**Run 1: I/O nets highlighted**

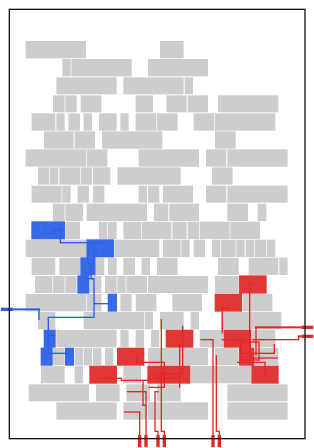
**Run 1: cells colored by class**

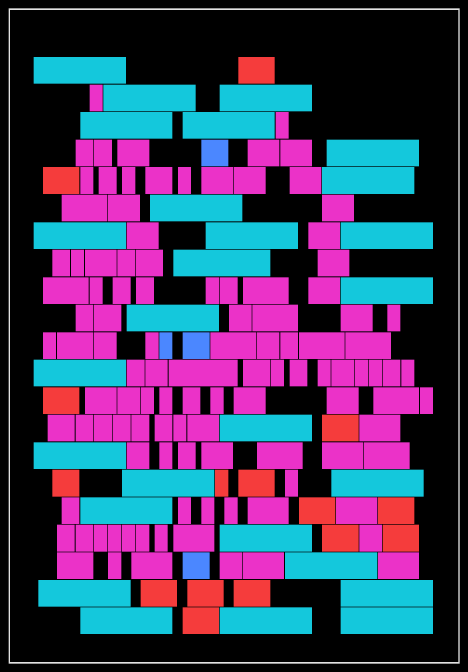
**Run 1: logic cells by family**

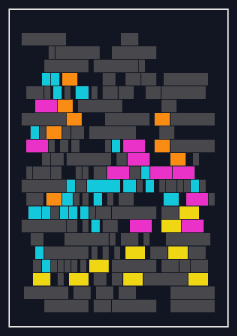
===== src/rtl/sc_pkg.sv =====
// Shared definitions for the stochastic-computing datapath: LFSR tap table,
// stream length helper and the converter state encoding.
package sc_pkg;

  typedef enum logic {
    ST_IDLE   = 1'b0,
    ST_STREAM = 1'b1
  } sc_state_e;

  localparam int unsigned LFSR_MIN_W = 3;
  localparam int unsigned LFSR_MAX_W = 16;

  // Feedback tap masks (bit i set = state bit i feeds the XOR) for maximal-length
  // Fibonacci LFSRs that shift left and insert the feedback into bit 0.
  function automatic logic [15:0] lfsr_taps(input int unsigned w);
    logic [15:0] t;
    case (w)
      3:       t = 16'h0006;
      4:       t = 16'h000C;
      5:       t = 16'h0014;
      6:       t = 16'h0030;
      7:       t = 16'h0060;
      8:       t = 16'h00B8;
      9:       t = 16'h0110;
      10:      t = 16'h0240;
      11:      t = 16'h0500;
      12:      t = 16'h0829;
      13:      t = 16'h100D;
      14:      t = 16'h2015;
      15:      t = 16'h6000;
      16:      t = 16'hD008;
      default: t = 16'h0000;
    endcase
    return t;
  endfunction

  function automatic int unsigned stream_len(input int unsigned p);
    return (32'd1 << p) - 32'd1;
  endfunction

  function automatic logic [15:0] lfsr_step(input logic [15:0] s, input int unsigned w);
    logic        fb;
    logic [15:0] nxt;
    fb  = ^(s & lfsr_taps(w));
    nxt = {s[14:0], fb};
    return nxt & 16'((32'd1 << w) - 32'd1);
  endfunction

endpackage


===== src/rtl/sc_lfsr.sv =====
// Maximal-length Fibonacci LFSR with synchronous reload to SEED.
// load wins over step so a reseed is never lost to a concurrent advance.
module sc_lfsr #(
  parameter int unsigned WIDTH = 8,
  parameter int unsigned SEED  = 1
) (
  input  logic             clk,
  input  logic             rst,
  input  logic             load,
  input  logic             step,
  output logic [WIDTH-1:0] state
);
  import sc_pkg::*;

  if (WIDTH < LFSR_MIN_W || WIDTH > LFSR_MAX_W) begin : g_bad_width
    $error("sc_lfsr: WIDTH must be in 3..16");
  end
  if (SEED == 0 || SEED > stream_len(WIDTH)) begin : g_bad_seed
    $error("sc_lfsr: SEED must be nonzero and fit in WIDTH bits");
  end

  localparam logic [WIDTH-1:0] SEED_W = WIDTH'(SEED);

  logic [WIDTH-1:0] state_q;
  logic [WIDTH-1:0] state_d;

  always_comb begin
    state_d = WIDTH'(lfsr_step(16'(state_q), WIDTH));
  end

  always_ff @(posedge clk or posedge rst) begin
    if (rst) begin
      state_q <= SEED_W;
    end else if (load) begin
      state_q <= SEED_W;
    end else if (step) begin
      state_q <= state_d;
    end
  end

  assign state = state_q;

endmodule


===== src/rtl/ds_converter.sv =====
// Digital-to-stochastic converter: turns a PRECISION-bit value into a
// 2^PRECISION-1 bit unipolar stream holding exactly `value` ones.
//
//   state     | meaning
//   ----------+------------------------------------------------------------
//   ST_IDLE   | waiting for a value, in_ready=1, no output beat
//   ST_STREAM | presenting beats; last transfer returns to idle or reloads
module ds_converter #(
  parameter int unsigned PRECISION = 8,
  parameter int unsigned SEED      = 1
) (
  input  logic                 clk,
  input  logic                 rst,
  input  logic                 in_valid,
  output logic                 in_ready,
  input  logic [PRECISION-1:0] in_data,
  output logic                 out_valid,
  input  logic                 out_ready,
  output logic                 out,
  output logic                 out_last
);
  import sc_pkg::*;

  if (PRECISION < LFSR_MIN_W || PRECISION > LFSR_MAX_W) begin : g_bad_precision
    $error("ds_converter: PRECISION must be in 3..16");
  end
  if (SEED == 0 || SEED > stream_len(PRECISION)) begin : g_bad_seed
    $error("ds_converter: SEED must be nonzero and below 2^PRECISION");
  end

  localparam int unsigned          N         = stream_len(PRECISION);
  localparam logic [PRECISION-1:0] SEED_W    = PRECISION'(SEED);
  localparam logic [PRECISION-1:0] LAST_BEAT = PRECISION'(N - 1);

  sc_state_e            state_q;
  logic [PRECISION-1:0] value_q;
  logic [PRECISION-1:0] beat_q;
  logic                 out_q;
  logic                 last_q;

  logic [PRECISION-1:0] lfsr_state;
  logic [PRECISION-1:0] lfsr_nxt;
  logic                 xfer;
  logic                 accept;

  assign out_valid = (state_q == ST_STREAM);
  assign xfer      = out_valid & out_ready;
  assign in_ready  = (state_q == ST_IDLE) | (xfer & last_q);
  assign accept    = in_valid & in_ready;

  // Registered output needs the comparison for the beat after this one.
  assign lfsr_nxt  = PRECISION'(lfsr_step(16'(lfsr_state), PRECISION));

  sc_lfsr #(
    .WIDTH (PRECISION),
    .SEED  (SEED)
  ) u_lfsr (
    .clk   (clk),
    .rst   (rst),
    .load  (accept),
    .step  (xfer),
    .state (lfsr_state)
  );

  always_ff @(posedge clk or posedge rst) begin
    if (rst) begin
      state_q <= ST_IDLE;
      value_q <= '0;
      beat_q  <= '0;
      out_q   <= 1'b0;
      last_q  <= 1'b0;
    end else begin
      case (state_q)
        ST_IDLE: begin
          if (in_valid) begin
            state_q <= ST_STREAM;
            value_q <= in_data;
            beat_q  <= '0;
            out_q   <= (SEED_W <= in_data);
            last_q  <= 1'b0;
          end
        end
        ST_STREAM: begin
          if (out_ready) begin
            if (last_q) begin
              if (in_valid) begin
                value_q <= in_data;
                beat_q  <= '0;
                out_q   <= (SEED_W <= in_data);
                last_q  <= 1'b0;
              end else begin
                state_q <= ST_IDLE;
                out_q   <= 1'b0;
                last_q  <= 1'b0;
              end
            end else begin
              beat_q <= beat_q + 1'b1;
              out_q  <= (lfsr_nxt <= value_q);
              last_q <= ((beat_q + 1'b1) == LAST_BEAT);
            end
          end
        end
        default: state_q <= ST_IDLE;
      endcase
    end
  end

  assign out      = out_q;
  assign out_last = last_q;

endmodule


===== config.mk =====
export PLATFORM = sky130hd
export DESIGN_NAME = ds_converter
export DESIGN_NICKNAME = d
export VERILOG_FILES = /design/src/rtl/sc_pkg.sv /design/src/rtl/sc_lfsr.sv /design/src/rtl/ds_converter.sv
export SDC_FILE = /design/constraint.sdc
export NUM_CORES = 1
export LEC_CHECK = 0
export CORE_ASPECT_RATIO = 1.5
export CORE_MARGIN = 2
export CORE_UTILIZATION = 59
export DETAILED_ROUTE_END_ITERATION = 7
export GPL_TIMING_DRIVEN = 0
export PLACE_DENSITY = 0.83
export SKIP_LAST_GASP = 1
export SYNTH_ARGS = -nofsm -noshare
export SYNTH_HDL_FRONTEND = slang
export SYNTH_SLANG_ARGS = --single-unit

===== constraint.sdc =====
create_clock -name clk -period 3.9 [get_ports clk]
set_input_delay 0.39 -clock clk [delete_from_list [all_inputs] [get_ports clk]]
set_output_delay 0.39 -clock clk [all_outputs]
set_load 0.05 [all_outputs]

==> impl_metrics.toml, run 1 <==
# yosys + openroad results
[final_layout]
comb_cells = 97
num-nonclk-buffers = 15
seq_area_um2 = 676.9
dominant_cells = "multi-input combinational cells"
area_growth_pct = 12.88
nClkBuffers = 4

[placed_design]
dp_hpwl_mm = 2.161
routabilityCongestion = 0.8198
dp.cells = 174

[worst_setup_path]
cp_common_cell = "nand2_1"
crit_family = "buffers and inverters"
path_max_fanout = 9
crit_type = "flop to output pin"
cp-endpoint = "in_ready"
r2r_setup_slack_ns = 2.05
critical_path_arrival_ns = 1.88
reg2reg_from = "u_lfsr.state[4]"
startpoint_type = "flop"
crit_buf_inv = 1

[worst_hold_path]
min_from = "out_ready"
min_path_type = "input port to flop"
hold_depth = 3

[sta]
period_used_pct = 58.23
drv_slew = 0
hold_ws_ns = 0.3564
fin_ws_ns = 1.629
rsz0062_at_grt = "false"
finalHoldViolCount = 0
clock.fmax_mhz = 440.3
relSlewSlack_pct = 31.28

[clocking]
cts_hold_buf = 0
htree_levels = 1
cts-root-buf = "clkbuf_4"
clock_path_buffers = 2
cts_resized = 0
cts-buffers-inserted = 3

[synthesis]
ys.warnings.count = 0
syn-cell-area_um2 = 1438
mux_share_pct = 6.963
synth.avg_cell_area_um2 = 10.42
synth.top_cell.area_share_pct = 45.26
edf_count = 0
top_cells_by_area = "dfrtp_1 (45%), ha_1 (8.7%), mux2_2 (6.3%)"
ys_sh_simple_pct = 11.84
ys_types = 31
yosys_area_um2 = 1438
most_common_cell = "dfrtp_1"
yosysTopAreaCell = "dfrtp_1"

[floorplanning]
core_area_um2 = 2260
design.die.area_um2 = 2856
die_h_um = 64.46

[routing]
route.met2.wl_mm = 1.577
drt_wl_total_mm = 2.830
wl_per_cell_um = 15.90
routed.top_layer = "met4"
ant_nets = 0
drc = 0
vias = 1112
drt_iter0_drc = 30

[power]
total_power_mw = 0.7889
pg_seq_mw = 0.415
p_leak_nw = 0.7448
combinationalPower_mw = 0.251

[grt]
grt_start_max_net_pins = 28
first_global_vias = 1149
grt_usage_pct = 23.57
overflow = 0

[job]
warnings = 27

[run_status]
status = "finished clean"
Notes on 'I/O nets highlighted' above:
Key: `in_data` = red [bits 8, direction input, edge 6 south, 2 east, end cells 10, buffers 8, wire 181 µm]; `out_ready` = blue [bits 1, direction input, edge west, end cells 10, buffers 1, wire 54.3 µm]
# IOs: 16
PortBufs: 13

Notes on 'cells colored by class' above:
Key: other buffers and delay cells = red [cells 15, share of their area 8.9%]; all other logic = magenta [cells 109, share of their area 47%]; flops = cyan [cells 27, share of their area 42%]; clock drivers and dummy loads = blue [cells 4, share of their area 1.6%]
Seq area share: 41.71%
final design utilization: 71.82%
Design Area, Final: 1623 µm²

Notes on 'logic cells by family' above:
Key: multiplexers = yellow [cells 9, most used mux2_2]; XOR/XNOR gates = orange [cells 8]; inverting AOI/OAI gates = cyan [cells 23, most used o21ai_0]; adder and majority cells = magenta [cells 10, most used ha_1]
logic share of the area: 43.41%
Commonest Layout Cell: dfrtp_1
Final Non-Filler Cells: 178

--- run 2 (diff from run 1) ---
Settings changed: CORE_UTILIZATION 59 to 55, PLACE_DENSITY 0.83 to 0.78.
Clock period 3.9 ns to 2.1 ns, I/O delays scaled along.
**Run 2: I/O nets highlighted**

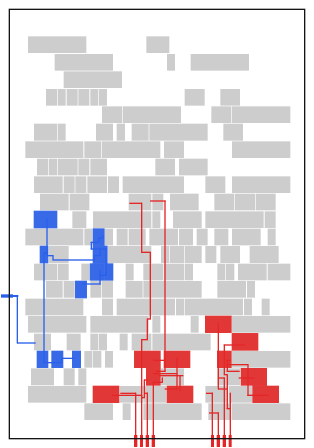
Key: `in_data` = red [bits 8, direction input, edge south, end cells 10, buffers 8, wire 196 µm]; `out_ready` = blue [bits 1, direction input, edge west, end cells 10, buffers 1, wire 66.4 µm]

**Run 2: the clock network**

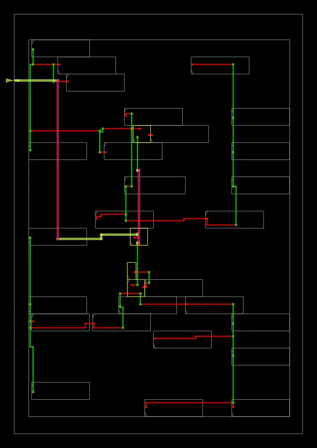
Worst Clk Skew: 0.004591 ns
Flops: 27
clk_lat worst skew: 0.32 ns
# clk buffers: 4

==> impl_metrics.toml, run 2 <==
# yosys + openroad results
[run_status]
status = "finished clean"

[final_layout]
fin_area_um2 = 1627
dominant_cells = "multi-input combinational cells"
sh_seq_area_pct = 41.62
sh_comb_area_pct = 43.31
diodes = 0
num-nonclk-buffers = 15
area_growth_pct = 13.14
fin_cells = 179
lay_top_count = "dfrtp_1"
seq_area_um2 = 676.9

[synthesis]
synth.avg_cell_area_um2 = 10.42
syn-cell-area_um2 = 1438
common_cells = "dfrtp_1 (26), nand2_1 (15), inv_1 (12)"
synthAoiAreaFrac_pct = 16.62
top_cells_by_area = "dfrtp_1 (45%), ha_1 (8.7%), mux2_2 (6.3%)"
most_common_cell = "dfrtp_1"
synth.top_cell.area_share_pct = 45.26
edf_count = 0
mux_share_pct = 6.963
ys_types = 31
ys_sh_simple_pct = 11.84
ys.warnings.count = 0

[sta]
finalHoldViolCount = 0
relSlewSlack_pct = 32.47
clock.fmax_mhz = 517.8
fin_ws_ns = 0.1686
drv_slew = 0
hold_ws_ns = 0.2049
period_used_pct = 91.97

[clocking]
cts-buffers-inserted = 3
cts-root-buf = "clkbuf_4"
cts_resized = 0
clock_path_buffers = 2
htree_levels = 1
cts_hold_buf = 0

[worst_setup_path]
reg2reg_from = "u_lfsr.state[4]"
r2r_setup_slack_ns = 0.20
crit_buf_inv = 1
critical_path_arrival_ns = 1.72
crit_start = "out_last"
crit_family = "buffers and inverters"
path_max_fanout = 9
cp-endpoint = "out_last"
startpoint_type = "flop"

[power]
pg_seq_mw = 0.768
p_leak_nw = 0.7635
total_power_mw = 1.459
maxPowerGroup = "sequential cells"

[floorplanning]
design.die.area_um2 = 3047
core_area_um2 = 2477
die_h_um = 66.62

[routing]
drt_wl_total_mm = 2.853
wl_per_cell_um = 15.94
drt_iter0_drc = 26
vias = 1084
routed.top_layer = "met4"
drc = 0
ant_nets = 0
route.met2.wl_mm = 1.595

[grt]
first_global_vias = 1135
overflow = 0
top_usage_layer = "met2"
grt_start_max_net_pins = 28
grt_usage_pct = 22.18

[worst_hold_path]
min_path_type = "input port to flop"
hold_depth = 3
min_from = "out_ready"

[job]
warnings = 27
